<file path="config.mk">
export PLATFORM = sky130hd
export DESIGN_NAME = apb_req_arbiter
export DESIGN_NICKNAME = d
export VERILOG_FILES = /design/src/rtl/apb_req_arbiter.sv
export SDC_FILE = /design/constraint.sdc
export NUM_CORES = 1
export LEC_CHECK = 0
export CAP_MARGIN = 20
export CORE_MARGIN = 2
export CORE_UTILIZATION = 39
export DETAILED_ROUTE_END_ITERATION = 16
export GPL_TIMING_DRIVEN = 0
export PLACE_DENSITY = 0.88
export REMOVE_ABC_BUFFERS = 1
export SYNTH_ARGS = -nofsm -noshare
export SYNTH_HDL_FRONTEND = slang
export SYNTH_SLANG_ARGS = --single-unit
</file>
<file path="constraint.sdc">
create_clock -name PCLK -period 1.9 [get_ports PCLK]
set_clock_uncertainty 0.05 [all_clocks]
set_input_delay 0.38 -clock PCLK [delete_from_list [all_inputs] [get_ports PCLK]]
set_output_delay 0.38 -clock PCLK [all_outputs]
set_load 0.005 [all_outputs]
</file>
<file path="src/rtl/apb_req_arbiter.sv">
// -----------------------------------------------------------------------------
// apb_req_arbiter
//
// Shares one APB slave port between two on-chip requesters. Requests are
// arbitrated round-robin and run one at a time through the APB SETUP and
// ACCESS phases. The ACCESS phase waits on PREADY, with an optional bound on
// the number of wait states. Completion status comes back on a single
// ID-tagged response port.
//
// Ports
//   PCLK, PRESETn                 clock, asynchronous active-low reset
//   REQn_VALID/WRITE/ADDR/WDATA   requester n (n = 0, 1); fields held until GNTn
//   GNT0, GNT1                    one-cycle pulse: request captured
//   RSP_VALID                     one-cycle pulse: transfer finished
//   RSP_ID, RSP_RDATA, RSP_ERR,   response fields. They are valid with
//   RSP_TIMEOUT                   RSP_VALID and hold until the next response.
//   BUSY                          arbiter is not idle
//   PSELx, PENABLE, PWRITE,       APB master outputs
//   PADDR, PWDATA
//   PRDATA, PREADY, PSLVERR       APB slave returns
//
// Parameter
//   TIMEOUT_CYCLES                ACCESS cycles with PREADY=0 before abort;
//                                 0 waits forever
// -----------------------------------------------------------------------------
module apb_req_arbiter #(
    parameter int TIMEOUT_CYCLES = 16
) (
    input  logic        PCLK,
    input  logic        PRESETn,

    input  logic        REQ0_VALID,
    input  logic        REQ0_WRITE,
    input  logic [31:0] REQ0_ADDR,
    input  logic [31:0] REQ0_WDATA,
    input  logic        REQ1_VALID,
    input  logic        REQ1_WRITE,
    input  logic [31:0] REQ1_ADDR,
    input  logic [31:0] REQ1_WDATA,

    output logic        GNT0,
    output logic        GNT1,

    output logic        RSP_VALID,
    output logic        RSP_ID,
    output logic [31:0] RSP_RDATA,
    output logic        RSP_ERR,
    output logic        RSP_TIMEOUT,
    output logic        BUSY,

    output logic        PSELx,
    output logic        PENABLE,
    output logic        PWRITE,
    output logic [31:0] PADDR,
    output logic [31:0] PWDATA,
    input  logic [31:0] PRDATA,
    input  logic        PREADY,
    input  logic        PSLVERR
);

    // The counter must be able to hold TIMEOUT_CYCLES itself. When the
    // timeout is disabled, the counter is a single unused bit.
    localparam bit TO_EN = (TIMEOUT_CYCLES > 0);
    localparam int CW    = TO_EN ? $clog2(TIMEOUT_CYCLES + 1) : 1;
    localparam logic [CW-1:0] CNT_LIMIT = TO_EN ? CW'(TIMEOUT_CYCLES) : '0;

    typedef enum logic [1:0] {
        IDLE   = 2'd0,
        SETUP  = 2'd1,
        ACCESS = 2'd2
    } state_t;

    state_t        state_reg;
    logic          last_grant_reg;   // requester granted most recently
    logic          id_reg;           // requester owning the current transfer
    logic [CW-1:0] cnt_reg;          // wait states seen in ACCESS

    logic          any_req;
    logic          win_id;
    logic          win_write;
    logic [31:0]   win_addr;
    logic [31:0]   win_wdata;
    logic [CW-1:0] cnt_next;

    // Winner selection. A lone request always wins. On a tie, the requester
    // that was not granted last wins.
    always_comb begin
        any_req   = REQ0_VALID | REQ1_VALID;
        win_id    = REQ1_VALID & (~REQ0_VALID | ~last_grant_reg);
        win_write = win_id ? REQ1_WRITE : REQ0_WRITE;
        win_addr  = win_id ? REQ1_ADDR  : REQ0_ADDR;
        win_wdata = win_id ? REQ1_WDATA : REQ0_WDATA;
        cnt_next  = cnt_reg + CW'(1);
    end

    always_ff @(posedge PCLK or negedge PRESETn) begin
        if (!PRESETn) begin
            state_reg      <= IDLE;
            last_grant_reg <= 1'b1;      // REQ0 wins the first tie
            id_reg         <= 1'b0;
            cnt_reg        <= '0;
            GNT0           <= 1'b0;
            GNT1           <= 1'b0;
            RSP_VALID      <= 1'b0;
            RSP_ID         <= 1'b0;
            RSP_RDATA      <= '0;
            RSP_ERR        <= 1'b0;
            RSP_TIMEOUT    <= 1'b0;
            BUSY           <= 1'b0;
            PSELx          <= 1'b0;
            PENABLE        <= 1'b0;
            PWRITE         <= 1'b0;
            PADDR          <= '0;
            PWDATA         <= '0;
        end else begin
            // Pulse outputs default low every cycle.
            GNT0      <= 1'b0;
            GNT1      <= 1'b0;
            RSP_VALID <= 1'b0;

            case (state_reg)
                IDLE: begin
                    if (any_req) begin
                        PWRITE         <= win_write;
                        PADDR          <= win_addr;
                        PWDATA         <= win_wdata;
                        id_reg         <= win_id;
                        last_grant_reg <= win_id;
                        GNT0           <= ~win_id;
                        GNT1           <= win_id;
                        PSELx          <= 1'b1;
                        PENABLE        <= 1'b0;
                        BUSY           <= 1'b1;
                        state_reg      <= SETUP;
                    end
                end

                SETUP: begin
                    PENABLE   <= 1'b1;
                    cnt_reg   <= '0;
                    state_reg <= ACCESS;
                end

                ACCESS: begin
                    // PREADY takes priority over the timeout. A slave that
                    // answers on the last allowed cycle completes normally.
                    if (PREADY) begin
                        PSELx       <= 1'b0;
                        PENABLE     <= 1'b0;
                        BUSY        <= 1'b0;
                        RSP_VALID   <= 1'b1;
                        RSP_ID      <= id_reg;
                        RSP_ERR     <= PSLVERR;
                        RSP_TIMEOUT <= 1'b0;
                        RSP_RDATA   <= PWRITE ? 32'h0 : PRDATA;
                        state_reg   <= IDLE;
                    end else if (TO_EN && (cnt_next == CNT_LIMIT)) begin
                        PSELx       <= 1'b0;
                        PENABLE     <= 1'b0;
                        BUSY        <= 1'b0;
                        RSP_VALID   <= 1'b1;
                        RSP_ID      <= id_reg;
                        RSP_ERR     <= 1'b1;
                        RSP_TIMEOUT <= 1'b1;
                        RSP_RDATA   <= 32'h0;
                        state_reg   <= IDLE;
                    end else if (TO_EN) begin
                        cnt_reg <= cnt_next;
                    end
                end

                default: begin
                    state_reg <= IDLE;
                end
            endcase
        end
    end

endmodule

</file>
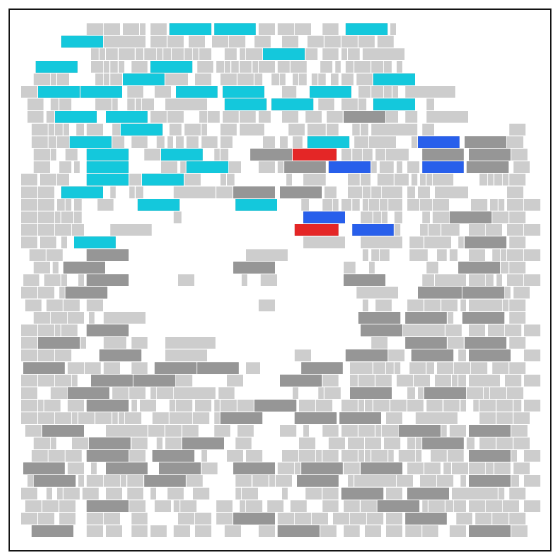
Run 1: where the registers sit
Other sequential cells in the stronger grey, the rest of the logic in the fainter grey.
name in the netlist	colour	sequential cells
`cnt_reg`	blue	5
`state_reg`	red	2
`RSP_RDATA`	cyan	32

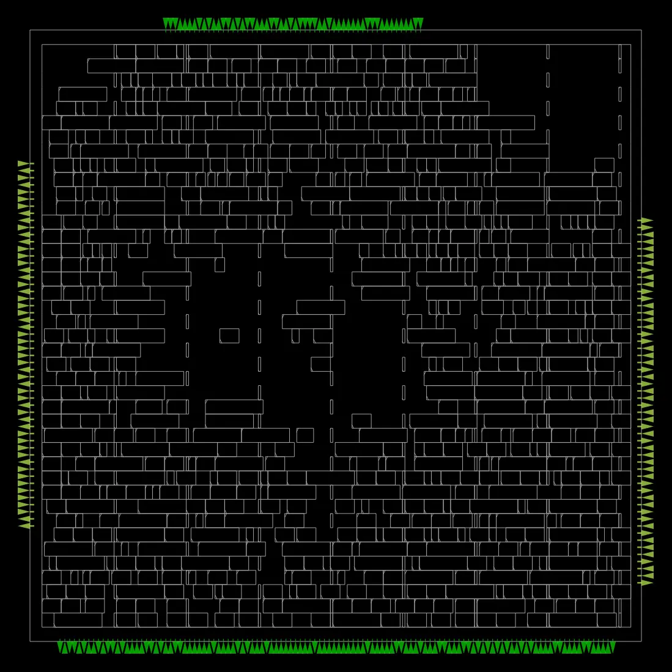
Run 1: placed standard cells
register share of the cell area: 33.3%
layout filler cell count: 914

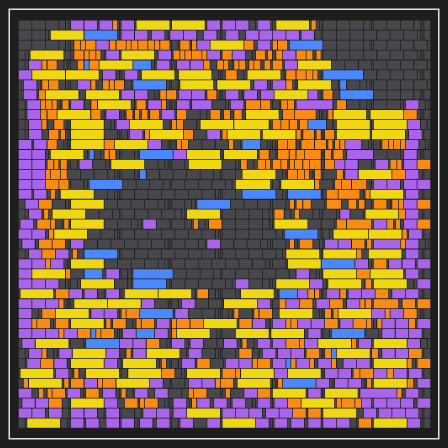
Run 1: cell classes on the final placement
Fill, decap, tap and diode cells in grey.
class	colour	cells	share of their area
other buffers and delay cells	purple	283	34%
all other logic	orange	319	24%
flip-flops	yellow	114	34%
clock drivers and dummy loads	blue	32	7.1%

==> reports/qor.csv, run 1 <==
stage,metric,value,unit
outcome,status,"complete, no violations",
final_layout,number of diodes,0,
synth,Ys Warns,0,
worst_setup_path,Buf/Inv on CP,2,
worst_setup_path,CP Class,reg -> reg,
timing,Max Freq,538,MHz
global_route,grt peak-use layer,met2,
worst_setup_path,Worst Reg-to-Reg Cells,5,
hold_path,Worst Hold Path Cells,2,
global_route,global-route wire length before repair,25700,um
clock_tree,Worst-Skew Late Latency,410,ps
synth,AO/OA Area Share,23.5,%
power,Max IR drop VDD,775,uV
timing,Setup Viol. Count Final,0,
synth,distinct lib cells,42,
worst_setup_path,CP endpoint kind,flip-flop,
timing,Hold WS,430,ps
synth,area reported by Yosys stat,0.00498,sq mm
placed_design,gpl congestion,0.936,
synth,simple-gate share of the synthesized area,4.97,%
worst_setup_path,worst setup path start,state_reg[1],
worst_setup_path,CP top delay family,flip-flops,
timing,setup_tns,0,ps
global_route,met3 GRT Util,7.78,%
synth,post-synthesis mux area share,4.22,%
final_layout,fin util,68.2,%
synth,Yosys top cell by area,dfrtp_1,
final_layout,most common logic cells in the final layout,"271 x clkdlybuf4s50_1, 111 x dfrtp_1, 82 x inv_1",
## run 1: area by class of cell
type	instances	area, sq um
clock buffers	28	527
repair buffers	283	2880
fillers	914	3990
well taps	172	215
inverters	82	308
multi-input cells	237	1720
clock inverters	4	70.1
flip-flops and latches	114	2860
## run 1: synthesized netlist by cell type, drive strengths merged (2+ instances only)
cell type	count
a22oi	32
o21bai	2
mux2i	21
a21boi	2
and3	4
a21o	2
o211ai	4
a21oi	10
nand2b	2
o21a	3
o21ai	58
dfrtp	113
clkbuf	12
inv	82
buf	21
a222oi	44
and2	3
nor2	4
nand2	29
## run 1: power breakdown
part	leakage, nW	switching, mW	internal (mW)
logic	2.28	2.38	3.34
registers	1.34	0.862	3.58
clock network	0.295	1.07	2.14
Run 1, zoomed window:
Bar = 20 um. Window x 4 to 54, y 4 to 54 um. Cells in grey, sequential cells in the stronger grey; small squares are vias.
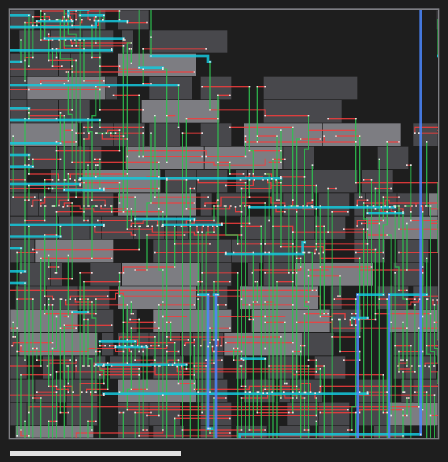

==> run 2: changes to the inputs <==
==> constraint.sdc (replaced) <==
create_clock -name PCLK -period 2.1 [get_ports PCLK]
set_clock_uncertainty 0.05 [all_clocks]
set_input_delay 0.42 -clock PCLK [delete_from_list [all_inputs] [get_ports PCLK]]
set_output_delay 0.42 -clock PCLK [all_outputs]
set_load 0.005 [all_outputs]
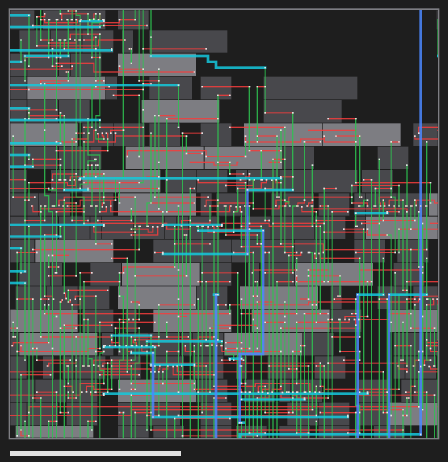
Run 2: zoomed window
Bar = 20 um. Window x 4 to 54, y 4 to 54 um. Cells in grey, sequential cells in the stronger grey; small squares are vias.
layer	colour
met1	red
met2	green
met4	blue
met3	cyan
netlist names of flops here include	`PWDATA` (17), `PADDR` (8)
sequential cells in the window	25
cells with their middle in the window	161
most frequent	clkdlybuf4s50_1 (76), a222oi_1 (26)

==> run 2 against run 1 <==
  * The run now ends with negative hold slack left
  * Hold slack worse by 450 ps
  * Die area did not move
  * Global-route usage is 0.15 points lower
  * Register-to-register slack improved by 90 ps
  * Largest power group unchanged
  * Highest routed layer is now met4
==> reports/qor.csv, run 2 <==
stage,metric,value,unit,change
final_layout,fin util,67.9,%,-0.36 points
worst_setup_path,worst setup path start,state_reg[1],,
power,Int Pwr,8.17,mW,-9.8%
final_layout,clk_buf instances,28,,unchanged
timing,final tally of hold violations,7,,
final_layout,register area,0.00285,sq mm,about the same
timing,Hold WS,-22.4,ps,-453 ps
power,sequential power share,33.4,%,+0.2 points
final_layout,combinational share of cell area,20.0,%,about the same
synth,AO/OA Area Share,23.5,%,unchanged
power,NetSw,3.85,mW,-11%
outcome,failing checks,negative hold slack,,
synth,Post-synth top cells,"113 x dfrtp_1, 82 x inv_1, 44 x a222oi_1",,
final_layout,Clock-cell share,7.00,%,+0.037 points
final_layout,Top class by area,registers,,
outcome,status,"complete, but fails checks",,
global_route,grt peak-use layer,met2,,
synth,simple-gate share of the synthesized area,4.97,%,unchanged
final_layout,Non-clock buffers,279,,-1.4%
power,clock network power share,24.1,%,about the same
run 2: cell counts after synthesis:
No cell type changed its count.
run 2: critical path, cell delays in order (launching register included):
cell and delay [ps]:
dfrtp_1 550, nor2_4 290, o21ai_4 140, buf_12 200, buf_12 180, a222oi_1 320
inv_1 80
run 2: power groups by stage:
| stage | registers, mW | logic, mW | clock network (mW) |
|---|---|---|---|
| 5_1_grt | 4.12 | 5.56 | 3.05 |
| 4_1_cts | 4.00 | 5.13 | 2.94 |
| 3_3_place_gp | 3.93 | 4.78 | 0 |
| 3_5_place_dp | 3.99 | 5.05 | 0 |
| 2_1_floorplan | 3.96 | 1.96 | 0 |
| 6_report | 4.01 | 5.12 | 2.89 |
Power is estimated from default activity; no workload was simulated.
